### Wire density map

The bar under the picture is 20 microns long. The die is cut into 17 by 21 equal tiles; dark purple is low, yellow is high, scaled to the fullest tile. Values are wire area over tile area, all layers added.
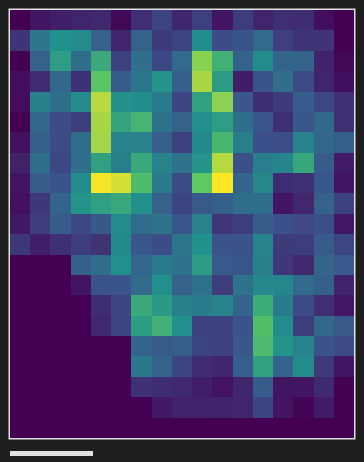
### Metal 2

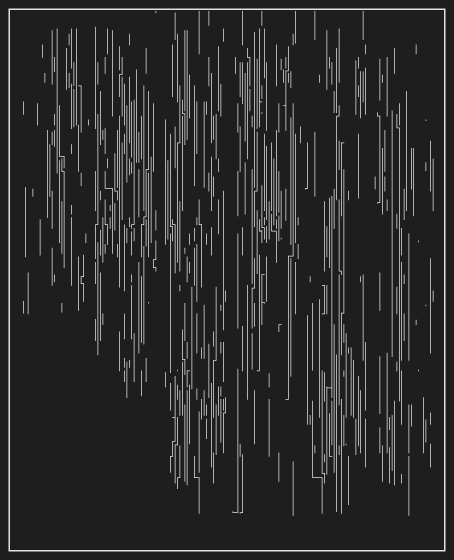
### Clock nets

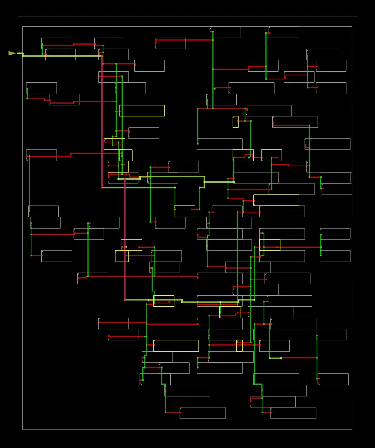
### Signal wires on met1

Supply wires on this layer in grey.
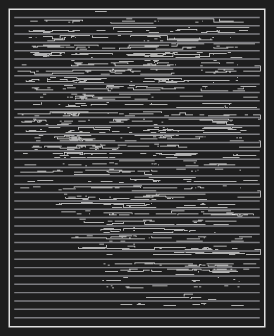
### The metal 3 layer

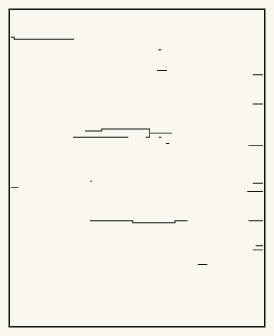
[config.mk]
export PLATFORM = sky130hd
export DESIGN_NAME = uart_rx_deframer
export DESIGN_NICKNAME = d
export VERILOG_FILES = /design/src/rtl/uart_pkg.sv /design/src/rtl/uart_rx_fifo.sv /design/src/rtl/uart_rx_deframer.sv
export SDC_FILE = /design/constraint.sdc
export NUM_CORES = 1
export LEC_CHECK = 0
export CAP_MARGIN = 20
export CELL_PAD_IN_SITES_DETAIL_PLACEMENT = 2
export CELL_PAD_IN_SITES_GLOBAL_PLACEMENT = 2
export CORE_ASPECT_RATIO = 1.25
export CORE_MARGIN = 1
export CORE_UTILIZATION = 37
export CTS_CLUSTER_SIZE = 40
export DETAILED_ROUTE_END_ITERATION = 8
export PLACE_DENSITY = 0.82
export REMOVE_ABC_BUFFERS = 1
export SLEW_MARGIN = 25
export SYNTH_ARGS = -nofsm -noshare
export SYNTH_HDL_FRONTEND = slang
export SYNTH_SLANG_ARGS = --single-unit
[constraint.sdc]
create_clock -name clk -period 2.4 [get_ports clk]
set_input_delay 0.48 -clock clk [delete_from_list [all_inputs] [get_ports clk]]
set_output_delay 0.48 -clock clk [all_outputs]
set_load 0.05 [all_outputs]
[src/rtl/uart_pkg.sv]
// ---------------------------------------------------------------------------
// uart_pkg
// Shared definitions for the UART receive deframer and the transmit-side
// serializer: the framing FSM state encoding and the 8N1 / 16x oversampling
// constants.
// No ports (package).
// ---------------------------------------------------------------------------
package uart_pkg;

  // Framing FSM states shared by the receive and transmit paths.
  typedef enum logic [1:0] {
    IDLE  = 2'd0,
    START = 2'd1,
    DATA  = 2'd2,
    STOP  = 2'd3
  } uart_state_t;

  // Oversample ticks per bit period.
  localparam int UART_OVERSAMPLE = 16;
  // Data bits per character (LSB first).
  localparam int UART_DATA_BITS  = 8;
  // Tick count within the start bit at which its middle is reached.
  localparam int UART_MID_SAMPLE = 8;

  // Counter widths derived from the constants above.
  localparam int UART_TC_W = $clog2(UART_OVERSAMPLE);
  localparam int UART_BC_W = $clog2(UART_DATA_BITS);

endpackage : uart_pkg

[src/rtl/uart_rx_fifo.sv]
// ---------------------------------------------------------------------------
// uart_rx_fifo
// Small first-word fall-through FIFO holding received bytes until the OS
// side pops them. A pop and a push in the same cycle are both honoured; the
// pop is considered first, so a push into a full FIFO is accepted when a pop
// happens in the same cycle. Pops while empty are ignored.
//
// Ports:
//   clk    in   system clock
//   rst    in   synchronous, active-high reset (empties the FIFO)
//   push   in   write din this cycle
//   pop    in   discard the head entry this cycle
//   din    in   WIDTH  byte to write
//   head   out  WIDTH  oldest entry, all zeros when empty
//   count  out  $clog2(DEPTH)+1  number of entries held
//   full   out  count == DEPTH
//   empty  out  count == 0
// ---------------------------------------------------------------------------
module uart_rx_fifo #(
  parameter int DEPTH = 4,
  parameter int WIDTH = 8
) (
  input  logic                     clk,
  input  logic                     rst,
  input  logic                     push,
  input  logic                     pop,
  input  logic [WIDTH-1:0]         din,
  output logic [WIDTH-1:0]         head,
  output logic [$clog2(DEPTH):0]   count,
  output logic                     full,
  output logic                     empty
);

  localparam int PTR_W = $clog2(DEPTH);
  localparam int CNT_W = PTR_W + 1;
  localparam logic [CNT_W-1:0] CNT_FULL = CNT_W'(DEPTH);

  logic [WIDTH-1:0] mem [DEPTH];
  logic [PTR_W-1:0] wr_ptr;
  logic [PTR_W-1:0] rd_ptr;
  logic             do_push;
  logic             do_pop;

  // Status flags, qualified push/pop and fall-through head.
  always_comb begin
    empty   = (count == {CNT_W{1'b0}});
    full    = (count == CNT_FULL);
    do_pop  = pop & ~empty;
    // A same-cycle pop frees the slot the push needs.
    do_push = push & (~full | do_pop);
    if (empty) begin
      head = {WIDTH{1'b0}};
    end else begin
      head = mem[rd_ptr];
    end
  end

  // Storage array write; contents are only visible through head when valid.
  always_ff @(posedge clk) begin
    if (do_push) begin
      mem[wr_ptr] <= din;
    end
  end

  // Pointers wrap naturally because DEPTH is a power of two.
  always_ff @(posedge clk) begin
    if (rst) begin
      wr_ptr <= {PTR_W{1'b0}};
      rd_ptr <= {PTR_W{1'b0}};
    end else begin
      if (do_push) begin
        wr_ptr <= wr_ptr + PTR_W'(1);
      end
      if (do_pop) begin
        rd_ptr <= rd_ptr + PTR_W'(1);
      end
    end
  end

  // Occupancy counter kept separately from the pointers.
  always_ff @(posedge clk) begin
    if (rst) begin
      count <= {CNT_W{1'b0}};
    end else begin
      case ({do_push, do_pop})
        2'b10:   count <= count + CNT_W'(1);
        2'b01:   count <= count - CNT_W'(1);
        default: count <= count;
      endcase
    end
  end

endmodule : uart_rx_fifo

[src/rtl/uart_rx_deframer.sv]
// ---------------------------------------------------------------------------
// uart_rx_deframer
// Receive half of the NIC-to-NIC UART link. Synchronizes the serial rx line,
// oversamples it 16x, deframes 8N1 characters (LSB first) and queues good
// bytes in a small FIFO that the OS side drains with read_nic.
//
// Parameters:
//   OVERSAMPLE_DIV  clk cycles per oversample tick (>= 2)
//   FIFO_DEPTH      receive FIFO entries (power of two, >= 2)
//
// Ports:
//   clk         in   system clock
//   rst         in   synchronous, active-high reset
//   rx          in   asynchronous serial input, idle high
//   read_nic    in   pop strobe, one byte per cycle while non-empty
//   data_out    out  8  FIFO head byte, 8'h00 when empty (registered)
//   read_nic_i  out  interrupt level, high while bytes are queued (registered)
//   rx_count    out  $clog2(FIFO_DEPTH)+1  bytes queued (registered)
//   frame_err   out  one-cycle pulse: stop bit low, byte dropped
//   overrun     out  one-cycle pulse: FIFO full with no pop, byte dropped
// ---------------------------------------------------------------------------
module uart_rx_deframer
  import uart_pkg::*;
#(
  parameter int OVERSAMPLE_DIV = 27,
  parameter int FIFO_DEPTH     = 4
) (
  input  logic                         clk,
  input  logic                         rst,
  input  logic                         rx,
  input  logic                         read_nic,
  output logic [7:0]                   data_out,
  output logic                         read_nic_i,
  output logic [$clog2(FIFO_DEPTH):0]  rx_count,
  output logic                         frame_err,
  output logic                         overrun
);

  localparam int DIV_W = $clog2(OVERSAMPLE_DIV);
  localparam int CNT_W = $clog2(FIFO_DEPTH) + 1;

  localparam logic [DIV_W-1:0]     DIV_LAST    = DIV_W'(OVERSAMPLE_DIV - 1);
  localparam logic [UART_TC_W-1:0] TC_MID_LAST = UART_TC_W'(UART_MID_SAMPLE - 1);
  localparam logic [UART_TC_W-1:0] TC_BIT_LAST = UART_TC_W'(UART_OVERSAMPLE - 1);
  localparam logic [UART_BC_W-1:0] BC_LAST     = UART_BC_W'(UART_DATA_BITS - 1);

  // Synchronizer
  logic rx_meta;
  logic rx_s;

  // FSM and datapath
  uart_state_t          state;
  uart_state_t          state_next;
  logic [DIV_W-1:0]     div;
  logic [UART_TC_W-1:0] tc;
  logic [UART_BC_W-1:0] bc;
  logic [7:0]           shift;

  // FSM decoded strobes
  logic tick;
  logic mid_sample;
  logic bit_sample;
  logic stop_sample;
  logic push;
  logic stop_bad;

  // FIFO interface
  logic [7:0]       fifo_head;
  logic [CNT_W-1:0] fifo_count;
  logic             fifo_full;
  logic             fifo_empty;

  // Two-flop synchronizer; presets to the idle-high line level.
  always_ff @(posedge clk) begin
    if (rst) begin
      rx_meta <= 1'b1;
      rx_s    <= 1'b1;
    end else begin
      rx_meta <= rx;
      rx_s    <= rx_meta;
    end
  end

  // FSM state register.
  always_ff @(posedge clk) begin
    if (rst) begin
      state <= IDLE;
    end else begin
      state <= state_next;
    end
  end

  // FSM next-state logic.
  always_comb begin
    state_next = state;
    case (state)
      IDLE: begin
        if (!rx_s) begin
          state_next = START;
        end else begin
          state_next = IDLE;
        end
      end
      START: begin
        // A line that is high again mid start bit was only a glitch.
        if (mid_sample) begin
          state_next = rx_s ? IDLE : DATA;
        end else begin
          state_next = START;
        end
      end
      DATA: begin
        if (bit_sample && (bc == BC_LAST)) begin
          state_next = STOP;
        end else begin
          state_next = DATA;
        end
      end
      STOP: begin
        // Leaving at mid stop bit lets a back-to-back start edge be caught.
        if (stop_sample) begin
          state_next = IDLE;
        end else begin
          state_next = STOP;
        end
      end
      default: state_next = IDLE;
    endcase
  end

  // FSM outputs: oversample tick and the sampling / push strobes.
  always_comb begin
    tick        = 1'b0;
    mid_sample  = 1'b0;
    bit_sample  = 1'b0;
    stop_sample = 1'b0;
    push        = 1'b0;
    stop_bad    = 1'b0;
    case (state)
      IDLE: begin
        tick = 1'b0;
      end
      START: begin
        tick       = (div == DIV_LAST);
        mid_sample = tick && (tc == TC_MID_LAST);
      end
      DATA: begin
        tick       = (div == DIV_LAST);
        bit_sample = tick && (tc == TC_BIT_LAST);
      end
      STOP: begin
        tick        = (div == DIV_LAST);
        stop_sample = tick && (tc == TC_BIT_LAST);
        push        = stop_sample & rx_s;
        stop_bad    = stop_sample & ~rx_s;
      end
      default: begin
        tick = 1'b0;
      end
    endcase
  end

  // Tick divider: held at zero in IDLE so it restarts on the start edge.
  always_ff @(posedge clk) begin
    if (rst) begin
      div <= {DIV_W{1'b0}};
    end else if ((state == IDLE) || tick) begin
      div <= {DIV_W{1'b0}};
    end else begin
      div <= div + DIV_W'(1);
    end
  end

  // Tick counter within a bit; realigned to the bit grid at mid start bit.
  always_ff @(posedge clk) begin
    if (rst) begin
      tc <= {UART_TC_W{1'b0}};
    end else if ((state == IDLE) || mid_sample) begin
      tc <= {UART_TC_W{1'b0}};
    end else if (tick) begin
      tc <= tc + UART_TC_W'(1);
    end else begin
      tc <= tc;
    end
  end

  // Data bit counter.
  always_ff @(posedge clk) begin
    if (rst) begin
      bc <= {UART_BC_W{1'b0}};
    end else if (state == IDLE) begin
      bc <= {UART_BC_W{1'b0}};
    end else if (bit_sample) begin
      bc <= bc + UART_BC_W'(1);
    end else begin
      bc <= bc;
    end
  end

  // Shift register: new bit enters at the MSB so the first (LSB) ends at bit 0.
  always_ff @(posedge clk) begin
    if (rst) begin
      shift <= 8'h00;
    end else if (bit_sample) begin
      shift <= {rx_s, shift[7:1]};
    end else begin
      shift <= shift;
    end
  end

  uart_rx_fifo #(
    .DEPTH (FIFO_DEPTH),
    .WIDTH (8)
  ) u_fifo (
    .clk   (clk),
    .rst   (rst),
    .push  (push),
    .pop   (read_nic),
    .din   (shift),
    .head  (fifo_head),
    .count (fifo_count),
    .full  (fifo_full),
    .empty (fifo_empty)
  );

  // Error pulses, one cycle after the stop sample.
  always_ff @(posedge clk) begin
    if (rst) begin
      frame_err <= 1'b0;
      overrun   <= 1'b0;
    end else begin
      frame_err <= stop_bad;
      // A same-cycle pop makes room, so only a pop-less full FIFO overruns.
      overrun   <= push & fifo_full & ~read_nic;
    end
  end

  // Registered OS-facing view of the FIFO.
  always_ff @(posedge clk) begin
    if (rst) begin
      data_out   <= 8'h00;
      read_nic_i <= 1'b0;
      rx_count   <= {CNT_W{1'b0}};
    end else begin
      data_out   <= fifo_head;
      read_nic_i <= ~fifo_empty;
      rx_count   <= fifo_count;
    end
  end

endmodule : uart_rx_deframer

==> notes.md <==
This memo summarizes the results of the implementation run.

Worst setup path
The critical path data arrival time is 2.53 ns. The startpoint of the most critical register-to-register path is div[0]$_SDFF_PP0_. The startpoint-to-endpoint class of the critical path is register to register.

The depth of the worst register-to-register path is 9. Following the worst setup path forward leads to its endpoint at u_fifo.count[2]$_SDFFE_PP0P_. Along the worst path, the maximum fanout reaches 4.

Finish
The number of standard cells in the layout, taps in and fillers out is 363. Counting only logic cells after layout, the most numerous master is dfxtp_1. In the layout the commonest cells are dfxtp_1 (45), edfxtp_1 (32), nand2_1 (27). The final instance area is 0.00362 sq mm. The number of fill cells is 787.

Drt
After detailed routing, the number of vias per cell comes to 5.18. The number of violations reported at the end of detailed-routing iteration 0 is 41. The final layout contains routed wiring with a total length of 6.68 mm. The count of antenna-violating nets left after detailed routing is 0.

Logic synthesis
Per the synth stats, the proportion of register bits with asynchronous set or reset is 0%. The post-synthesis cell type with the largest instance count is dfxtp_1. The biggest area contributor in the post-synthesis netlist is edfxtp_1. The area recorded from the Yosys report for this design is 0.00302 sq mm. For reference, the post-synthesis area per instance comes to 12.9 sq um.

The number of warnings issued by yosys is 0. The share of the Yosys chip area taken by registers is 61.6%. The area share of the largest cell type after synthesis is 31.8%.

Floorplanning
The initial utilization of the core area, before any placement, comes to 38.6%. The die width is 82.8 microns. The floorplan step defined a core boundary enclosing 0.00784 sq mm. The number of rows in the core area is 36.

Pwr
The design draws 3.21 mW. The power density over the cells is 889 mW/mm^2.

GRT
The wire length of the first global-routing pass is 10.8 mm. Global routing consumed, over all layers together, 16.9% of the routing resources. The initial antenna violation count came to 0.

Min path
Looking at the hold checks, the worst path lands on rx_s$_SDFF_PP1_. According to the hold report, the worst path is of the register to register type.

Timing
For the pin with the worst max-slew slack, the measured transition is 0.662 ns. The final setup violation count is 0. The final period utilization is 95.8%. The relative slew slack is 55.8%.

The final critical delay including setup and external delays is 2.30 ns. In the final timing run, aggregate negative setup slack is 0 ns. The flow reports an fmax of 435 MHz.

Clock tree
The number of gates resized after CTS was 1. The number of clock sinks is 77. Looking at the clock tree report, the root buffer type is clkbuf_8.

Per the CTS log, the buffer count on the longest clock path is 2. The clock tree from TritonCTS is built.

Placement
The number of port buffers is 17. According to the dpl log, the detail-placed design has an HPWL of 4.55 mm. In this run, placement finished with an instance count of 347.

Outcome
The run finished with clean final reports.
-- 'Wire density map' (at the start) --
18% of the tiles are nearly empty. The emptiest ninth of the die: bottom left. The fullest tile reaches 0.46. 12% of the tiles are over half the peak. The mean over all tiles is 0.12.

-- 'Metal 2' (at the start) --
The wires run mostly vertical. The longest straight run is 52.2 microns. The layer holds 56% of the routed length. The layer carries 3710 microns of wire. 251 nets have wire on it.

-- 'Clock nets' (at the start) --
Late-Pin Clk Latency: 0.34 ns
Clock Skew: 0.00911 ns
number of buffers inserted during clock tree synthesis: 9

-- 'Signal wires on met1' (at the start) --
The layer holds 41% of the routed length. The layer carries 2720 microns of wire. The longest straight run is 27.1 microns. 254 nets have wire on it.

-- 'The metal 3 layer' (at the start) --
The longest straight run is 19.3 microns. The layer carries 141 microns of wire. The layer holds 2.1% of the routed length. 14 nets have wire on it. The wires run mostly horizontal.

## cell type report
class / instances / area [sq um] / share of cell area [%]
tap: 95 / 119 / 3.29
sequential: 77 / 1860 / 51.5
clock inverter: 6 / 111 / 3.08
timing repair buffer: 29 / 285 / 7.89
clock buffer: 10 / 128 / 3.53
multi-input combinational: 139 / 1090 / 30.0
inverter: 7 / 26.3 / 0.726
## report_power, final
part           total (mW)  internal [mW]  switching [mW]
sequential           1.50           1.42          0.0788
clock                1.18          0.692           0.489
combinational       0.537          0.246           0.291
total                3.21           2.36           0.859
## critical path, cell delays in order (launching register included)
cell       delay, ns
dfxtp_1         0.34
inv_1           0.06
ha_1            0.19
nand4b_4        0.18
o31ai_4         0.23
inv_1           0.08
fa_1            0.41
and2_1          0.18
a2bb2oi_2       0.16
mux2_1          0.36
## flip-flops by register name (all words and copies together) (netlist names)
| register | cells |
|---|---|
| u_fifo.mem | 32 |
| rx_count | 3 |
| state | 2 |
| u_fifo.wr_ptr | 2 |
| bc | 3 |
| shift | 8 |
| frame_err | 1 |
| tc | 4 |
| rx_meta | 1 |
| u_fifo.count | 3 |
| div | 5 |
| u_fifo.rd_ptr | 2 |
| read_nic_i | 1 |
| rx_s | 1 |
| overrun | 1 |
| data_out | 8 |
## kinds of logic after synthesis
family / after synthesis / share of synthesized area, %
and+or+nand+nor: 83 / 14.9
DFF: 77 / 61.6
AOI/OAI and AO/OA: 24 / 6.04
buffers and inverters: 18 / 2.77
muxes: 12 / 7.41
xor gates and xnor gates: 10 / 2.90
adders and majority gates: 10 / 4.39
## metal layers
layer / vias to the layer above / wire length [microns] / global-route usage (%)
met4: 0 / 113 / 6.76
li1: 880 / - / -
met2: 23 / 3710 / 31.7
met5: - / 0 / 0
met3: 9 / 141 / 3.68
met1: 969 / 2720 / 18.7
Power is estimated from default activity; no workload was simulated.
